==> config.mk <==
export PLATFORM = sky130hd
export DESIGN_NAME = retire_recovery_ctrl_flat
export DESIGN_NICKNAME = d
export VERILOG_FILES = /design/src/rtl/retire_recovery_ctrl_pkg.sv /design/src/rtl/retire_recovery_ctrl_if.sv /design/src/rtl/retire_recovery_ctrl_event_pick.sv /design/src/rtl/retire_recovery_ctrl.sv /design/src/flat_wrapper.sv
export SDC_FILE = /design/constraint.sdc
export NUM_CORES = 1
export LEC_CHECK = 0
export CORE_ASPECT_RATIO = 0.75
export CORE_MARGIN = 3
export CORE_UTILIZATION = 25
export CTS_BUF_LIST = sky130_fd_sc_hd__clkbuf_4
export DETAILED_ROUTE_END_ITERATION = 7
export GPL_ROUTABILITY_DRIVEN = 0
export HOLD_SLACK_MARGIN = 0.06
export SLEW_MARGIN = 20
export SYNTH_ARGS = -nofsm -noshare
export SYNTH_HDL_FRONTEND = slang
export SYNTH_SLANG_ARGS = --single-unit
==> constraint.sdc <==
create_clock -name clock -period 2.2 [get_ports clock]
set_input_delay 0.66 -clock clock [delete_from_list [all_inputs] [get_ports clock]]
set_output_delay 0.66 -clock clock [all_outputs]
set_load 0.01 [all_outputs]
Fig. 1: track usage over the die
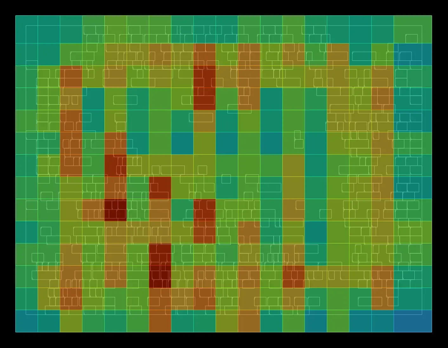
met3 Track Usage GR: 0.0355
met2 Usage GRT: 0.262
overall routing resource usage: 0.163

Fig. 2: routed clock nets over the placement
Bar = 50 um.
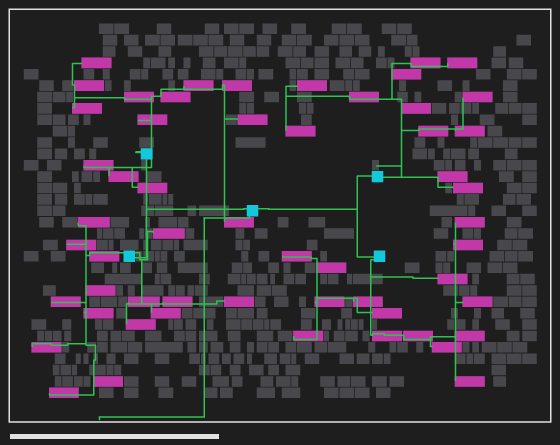
clock-net drivers -> cyan  # count 5
flip-flops -> magenta  # count 55
clock wires -> green  # length 770 um
flops lie = all over the die
clk_lat worst skew: 0.38 ns
Final Skew: 0.0133 ns

Fig. 3: met2 routing
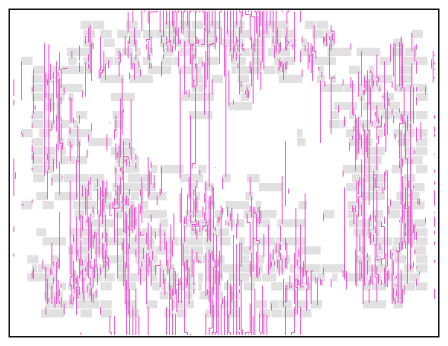
nets with wire on the layer = 550
share of all routed wire = 46%
longest straight run = 47.0 um
main direction = vertical
final wirelength: 10.9 mm
vias: 3454

Fig. 4: M3 wires
Bar = 50 um.
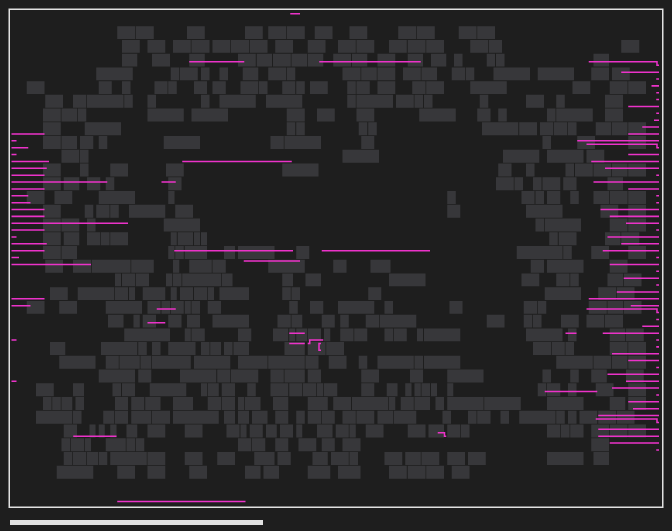
share of all routed wire = 6.2%
wire length on this layer = 674 um

==> qor.yml <==
synth:
  ys_cells: 340
  yosys-top-cells-area: "dfxtp_1 (39%), a221oi_1 (10%), o31ai_1 (10%)"
  largest_area_cell: "dfxtp_1"
  fp_nets: 454
layout:
  syn_to_final_growth_pct: 79.8
  mostFrequentLayoutCells: "clkdlybuf4s50_1 (153), dfxtp_1 (52), o21ai_0 (40), buf_4 (39), o31ai_1 (38)"
worst_setup_path:
  path_delay_family: "buffers and inverters"
  cp.depth: 1
  crit_required_ns: 1.54
  cp_slowest_cell: "clkdlybuf4s50_1"
  critical_path_class: "reg -> out"
  arrival_ns: 1.47
timing:
  finalCritPeriodShare: 0.969
  fin_tns_setup_ns: 0
  hold_violations: 0
  tightest_slew_ns: 0.918
power_and_ir_drop:
  p_seq_frac: 0.343
  p_sw_mw: 1.29
  power.internal_mw: 2.30
  vdd_drop_max_uv: 551
  switching_share: 0.360
floorplan:
  rows: 33
  ios: 165
grt:
  grt_max_degree: 34
  grt_pass1_vias: 3301
  globalRouteOverflowTotal: 0
cts:
  clkTransAtPathRegs_ns: 0.16
  cts_sinks: 55
  root_buffer: "clkbuf_4"
outcome:
  status: "finished clean"
detailed_routing:
  drtAntennaViolNets: 0
  wire_per_inst_um: 16.4
job:
  cap_violations: 0
placement:
  place_hpwl_mm: 8.00
-- area by class of cell --
class / count / area [um2]
fill: 1062 / 5920
timing repair buffer: 215 / 2130
multi-input combinational: 243 / 1630
sequential: 55 / 1100
tap: 140 / 175
clock buffer: 5 / 37.5
inverter: 7 / 26.3
clock inverter: 2 / 8.76
-- metal layers --
metal	share of wire	GRT usage	vias up
met3	0.062	0.0355	7
met2	0.46	0.262	114
met1	0.47	0.224	1638
li1	-	-	1695
met5	0	0	-
met4	0.0093	0.0371	0
-- timing repair --
| action | CTS | global route |
|---|---|---|
| hold buffers | 0 | 0 |
| hold endpoints to repair | 0 | 0 |
| pin swaps | 15 | 6 |
| cloned | 0 | 2 |
| setup buffers | 8 | 4 |
| setup endpoints to repair | 41 | 52 |
| gates resized | 36 | 11 |
